`src/rtl/instruction_fetch.sv`:
```
// instruction_fetch
//   Reader side of program_counter. It samples the PC and issues one word read
//   to instruction memory over a req/ack handshake. The returned word goes to
//   decode over a valid/ready handshake. While a fetch is in flight, stall holds
//   the PC. A redirect drops any stale fetch.
//
// Ports
//   i_clock, i_reset         rising-edge clock, synchronous active-high reset
//   i_pc                     current PC from program_counter
//   i_redirect               PC is being loaded/branched this cycle
//   o_mem_req, o_mem_addr    memory read request/address (registered)
//   i_mem_ack, i_mem_data    memory response
//   o_instr, o_instr_pc      fetched instruction and its address
//   o_instr_valid            instruction valid toward decode
//   i_instr_ready            decode accepts the instruction
//   o_stall                  PC must hold unless redirecting
//   o_fault                  sticky misaligned-PC flag
module instruction_fetch #(
  parameter int ADDR_WIDTH  = 64,
  parameter int INSTR_WIDTH = 32
) (
  input  logic                   i_clock,
  input  logic                   i_reset,
  input  logic [ADDR_WIDTH-1:0]  i_pc,
  input  logic                   i_redirect,
  output logic                   o_mem_req,
  output logic [ADDR_WIDTH-1:0]  o_mem_addr,
  input  logic                   i_mem_ack,
  input  logic [INSTR_WIDTH-1:0] i_mem_data,
  output logic [INSTR_WIDTH-1:0] o_instr,
  output logic [ADDR_WIDTH-1:0]  o_instr_pc,
  output logic                   o_instr_valid,
  input  logic                   i_instr_ready,
  output logic                   o_stall,
  output logic                   o_fault
);

  typedef enum logic [1:0] {S_IDLE, S_REQ, S_HOLD, S_DISCARD} state_t;

  state_t                 r_state;
  logic                   r_mem_req;
  logic [ADDR_WIDTH-1:0]  r_mem_addr;
  logic [INSTR_WIDTH-1:0] r_instr;
  logic [ADDR_WIDTH-1:0]  r_instr_pc;
  logic                   r_instr_valid;
  logic                   r_fault;

  always_ff @(posedge i_clock) begin
    if (i_reset) begin
      r_state       <= S_IDLE;
      r_mem_req     <= 1'b0;
      r_mem_addr    <= '0;
      r_instr       <= '0;
      r_instr_pc    <= '0;
      r_instr_valid <= 1'b0;
      r_fault       <= 1'b0;
    end else begin
      case (r_state)
        // A redirect seen in IDLE means the PC on i_pc is about to change at
        // this edge. Do not sample it. Only clear the fault, and take the new
        // PC on the next cycle.
        S_IDLE: begin
          if (i_redirect) begin
            r_fault <= 1'b0;
          end else if (i_pc[1:0] != 2'b00) begin
            r_fault <= 1'b1;
          end else if (!r_fault) begin
            r_mem_addr <= i_pc;
            r_mem_req  <= 1'b1;
            r_state    <= S_REQ;
          end
        end
        S_REQ: begin
          if (i_mem_ack) begin
            r_mem_req <= 1'b0;
            if (i_redirect) begin
              r_state <= S_IDLE;
            end else begin
              r_instr       <= i_mem_data;
              r_instr_pc    <= r_mem_addr;
              r_instr_valid <= 1'b1;
              r_state       <= S_HOLD;
            end
          end else if (i_redirect) begin
            r_state <= S_DISCARD;
          end
        end
        // Redirect and ready both release HOLD. With redirect the word is
        // simply dropped, and stall stays high, so the PC does not advance.
        S_HOLD: begin
          if (i_redirect || i_instr_ready) begin
            r_instr_valid <= 1'b0;
            r_state       <= S_IDLE;
          end
        end
        // The request is already out, so let the memory complete it on the
        // same address. The returned word is thrown away.
        S_DISCARD: begin
          if (i_mem_ack) begin
            r_mem_req <= 1'b0;
            r_state   <= S_IDLE;
          end
        end
        default: r_state <= S_IDLE;
      endcase
    end
  end

  // The PC advances exactly once per instruction that decode consumes.
  assign o_stall = !((r_state == S_HOLD) && i_instr_ready && !i_redirect);

  assign o_mem_req     = r_mem_req;
  assign o_mem_addr    = r_mem_addr;
  assign o_instr       = r_instr;
  assign o_instr_pc    = r_instr_pc;
  assign o_instr_valid = r_instr_valid;
  assign o_fault       = r_fault;

endmodule

```
`config.mk`:
```
export PLATFORM = sky130hd
export DESIGN_NAME = instruction_fetch
export DESIGN_NICKNAME = d
export VERILOG_FILES = /design/src/rtl/instruction_fetch.sv
export SDC_FILE = /design/constraint.sdc
export NUM_CORES = 1
export LEC_CHECK = 0
export ABC_AREA = 1
export CAP_MARGIN = 5
export CORE_MARGIN = 8
export CORE_UTILIZATION = 35
export DETAILED_ROUTE_END_ITERATION = 8
export GPL_TIMING_DRIVEN = 0
export HOLD_SLACK_MARGIN = 0.03
export PLACE_DENSITY_LB_ADDON = 0.08
export REMOVE_ABC_BUFFERS = 1
export SLEW_MARGIN = 20
export SYNTH_ARGS = -nofsm -noshare
export SYNTH_HDL_FRONTEND = slang
export SYNTH_SLANG_ARGS = --single-unit
```
`constraint.sdc`:
```
create_clock -name i_clock -period 1.8 [get_ports i_clock]
set_clock_uncertainty 0.15 [all_clocks]
set_input_delay 0.18 -clock i_clock [delete_from_list [all_inputs] [get_ports i_clock]]
set_output_delay 0.18 -clock i_clock [all_outputs]
set_load 0.01 [all_outputs]
```
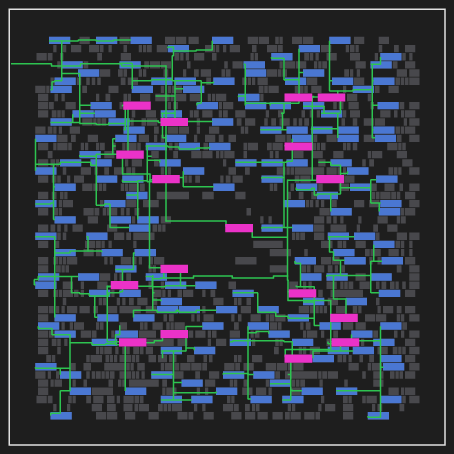
Figure 1: clock distribution.
Drawn at 3 px/µm.
Key: flip-flops = blue [count 165]; clock wires = green [length 2,020 µm]; clock-net drivers = magenta [count 17]
There are 18 routed clock nets.
Insertion Delay late pin: 0.42 ns
clk pwr: 3.56 mW
clock share of power: 0.379

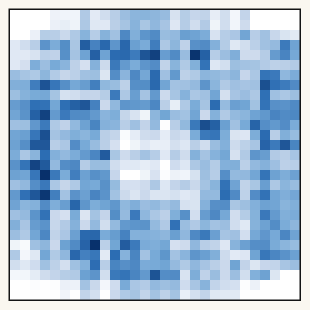
Figure 2: signal metal coverage by tile.
Drawn at 2 px/µm. 29 x 29 tiles, from white (low) to dark blue (high), scaled to the fullest tile. Values are wire area over tile area, all layers added.
6.1% of the tiles are nearly empty. The mean over all tiles is 0.16. The fullest tile reaches 0.39.
drt wl/cell: 16.4 µm
Total GRT Usage: 0.184
routed via count: 5,607
final WL: 20,300 µm

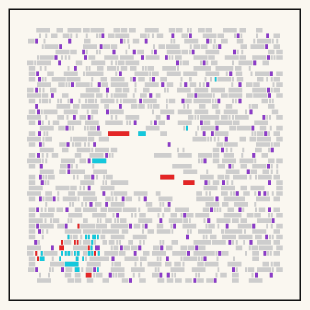
Figure 3: gate families picked out.
Drawn at 2 px/µm.
Key: inv cells = red [cells 13, most used inv_1]; aoi and oai cells = purple [cells 161, most used o21ai_0, where spread over the die]; nand cells = cyan [cells 27, most used nand2_1, where lower left]
Non-Filler Instances: 1,235
Comb/total area: 0.238
Commonest Layout Cell: nor2_1

==> impl_metrics.json <==
{
  "setup_violations": 0,
  "post-place-ws_ns": -1.16,
  "port_buffers": 264,
  "nets": 1103,
  "synth-cells-yosys": 747,
  "grt_max_degree": 96,
  "switching_share": 0.264,
  "min_from": "i_mem_data[0]",
  "inverters": 13,
  "syn_area_mm2": 0.00580,
  "p_per_area_mw_per_mm2": 994,
  "r2r_slack_ns": 0.11,
  "leakagePower_nw": 3.88,
  "ys_seq_share": 0.569,
  "r2r-end": "o_instr[8]",
  "drive_gt1_frac": 0.0640,
  "buffer_area_frac": 0.310,
  "fin_setup_tns_ns": 0,
  "die_h_um": 145,
  "tap_cells": 220,
  "placedCellCount": 1187,
  "root_buffer": "clkbuf_16",
  "combPwrFrac": 0.186,
  "hold_viol": 0,
  "log.warning_count": 25,
  "ir_worst_vdd_v": 0.000687,
  "yosysTopAreaCell": "dfxtp_1",
  "first_global_vias": 5324,
  "crit_arrival_ns": 1.38,
  "n_all_buffers": 284,
  "logic_area_mm2": 0.00224,
  "path_clk_slew_ns": 0.06,
  "holdPathStages": 3,
  "ant_nets": 0,
  "fin_util": 0.576,
  "finalCritPeriodShare": 0.948,
  "cp_slowest_stage_delay_ns": 0.60,
  "die-area_mm2": 0.0210,
  "hold_end": "o_instr[0]",
  "crit_chain": "clkdlybuf4s50_1",
  "tightest_slew_ns": 0.428,
  "ys_chip_area_mm2": 0.00580,
  "viasPerCell": 4.54,
  "io-pin-count": 265,
  "dr.pass1.iters": 4,
  "cp-end-kind": "output pin",
  "topCellsByArea": "dfxtp_1 (57%), nor2_1 (21%), o21ai_0 (10%)",
  "path_max_fanout": 3,
  "layout_top_cells": "nor2_1 (329), clkdlybuf4s50_1 (263), dfxtp_1 (163)",
  "grt_pass1_wl_um": 29400,
  "ys.flops": 165,
  "cts_resized": 15,
  "cts_tree": "yes",
  "max_slew_margin": 0.715,
  "syn_inst": 747,
  "status": "finished clean",
  "maxSlewViolCount": 0,
  "design.seq.count": 165,
  "holdWs_ns": 0.200,
  "clkCellAreaFrac": 0.0612,
  "area_dominant_class": "registers",
  "intPower_mw": 6.91,
  "setup_slack_ns": 0.0934,
  "drt_iter0_drc": 209,
  "postPlaceCellArea_mm2": 0.00862,
  "finalWeightedCongestion": 0.761,
  "critPathBufInv": 1,
  "holdBufCountCts": 0,
  "ys_warn_count": 0,
  "regArea_mm2": 0.00331,
  "top_cell_area_share": 0.569,
  "hpwl_um": 12500,
  "cts.sink_count": 165,
  "r2r_start": "r_state[0]",
  "total_power_mw": 9.39,
  "clock_path_buffers": 2,
  "antenna_cells": 0,
  "cts_made_buffers": 17,
  "period_minus_slack_ns": 1.71,
  "setup.worst_path.start_class": "register",
  "overflow": 0,
  "die_w_um": 145
}
flip-flops by register name, summed over array words and instances (netlist names):
register	flops
o_instr_valid	1
r_state	2
o_mem_req	1
o_fault	1
o_mem_addr	64
o_instr_pc	64
o_instr	32
cell families (layout without fill, tap and decap cells):
| group | Yosys count | after routing | share of synthesized area |
|---|---|---|---|
| AND/OR/NAND/NOR | 358 | 360 | 0.237 |
| buffers and inverters | 63 | 329 | 0.0550 |
| AND-OR/OR-AND | 161 | 161 | 0.139 |
| flip-flops | 165 | 165 | 0.569 |
worst min-delay path, cell delays in order:
cell and delay (ns):
clkdlybuf4s50_1 0.40, nor2_1 0.10, nor2_1 0.05
per-layer routing:
layer | track usage | vias to the layer above | wire length (µm)
met5 | 0 | - | 0
met4 | 0.0575 | 0 | 188
met3 | 0.0827 | 12 | 2110
met2 | 0.289 | 181 | 9070
met1 | 0.220 | 2518 | 8900
li1 | - | 2896 | -
synthesized netlist by cell type, drive strengths merged:
cell type,n
nor2,332
dfxtp,165
o21ai,158
clkbuf,35
nand2,19
buf,16
inv,11
nand3,4
a21oi,2
nand3b,2
clkinv,1
nor3,1
o211ai,1
how the worst max path moves through the flow:
stage | from | to | slack [ns] | depth (start not counted)
after floorplan | r_state[0] | o_instr[0] | -1.77 | 5
after global placement | i_redirect | o_instr[26] | -4.98 | 5
after detailed placement | i_redirect | o_instr[8] | -1.16 | 9
after global routing | r_state[1] | o_stall | -0.002 | 4
final | o_mem_addr[54] | o_mem_addr[54] | 0.09 | 1
after CTS | r_state[0] | o_instr[8] | 0.003 | 7
power groups by stage:
stage	clock, mW	combinational [mW]	sequential [mW]
after CTS	3.65	1.67	4.08
after global placement	0	1.59	4.15
after global routing	3.79	1.91	4.12
after detailed placement	0	1.61	4.16
final	3.56	1.74	4.09
after floorplan	0	0.535	4.27
No activity file was given, so power comes from the tool's default toggle rates.
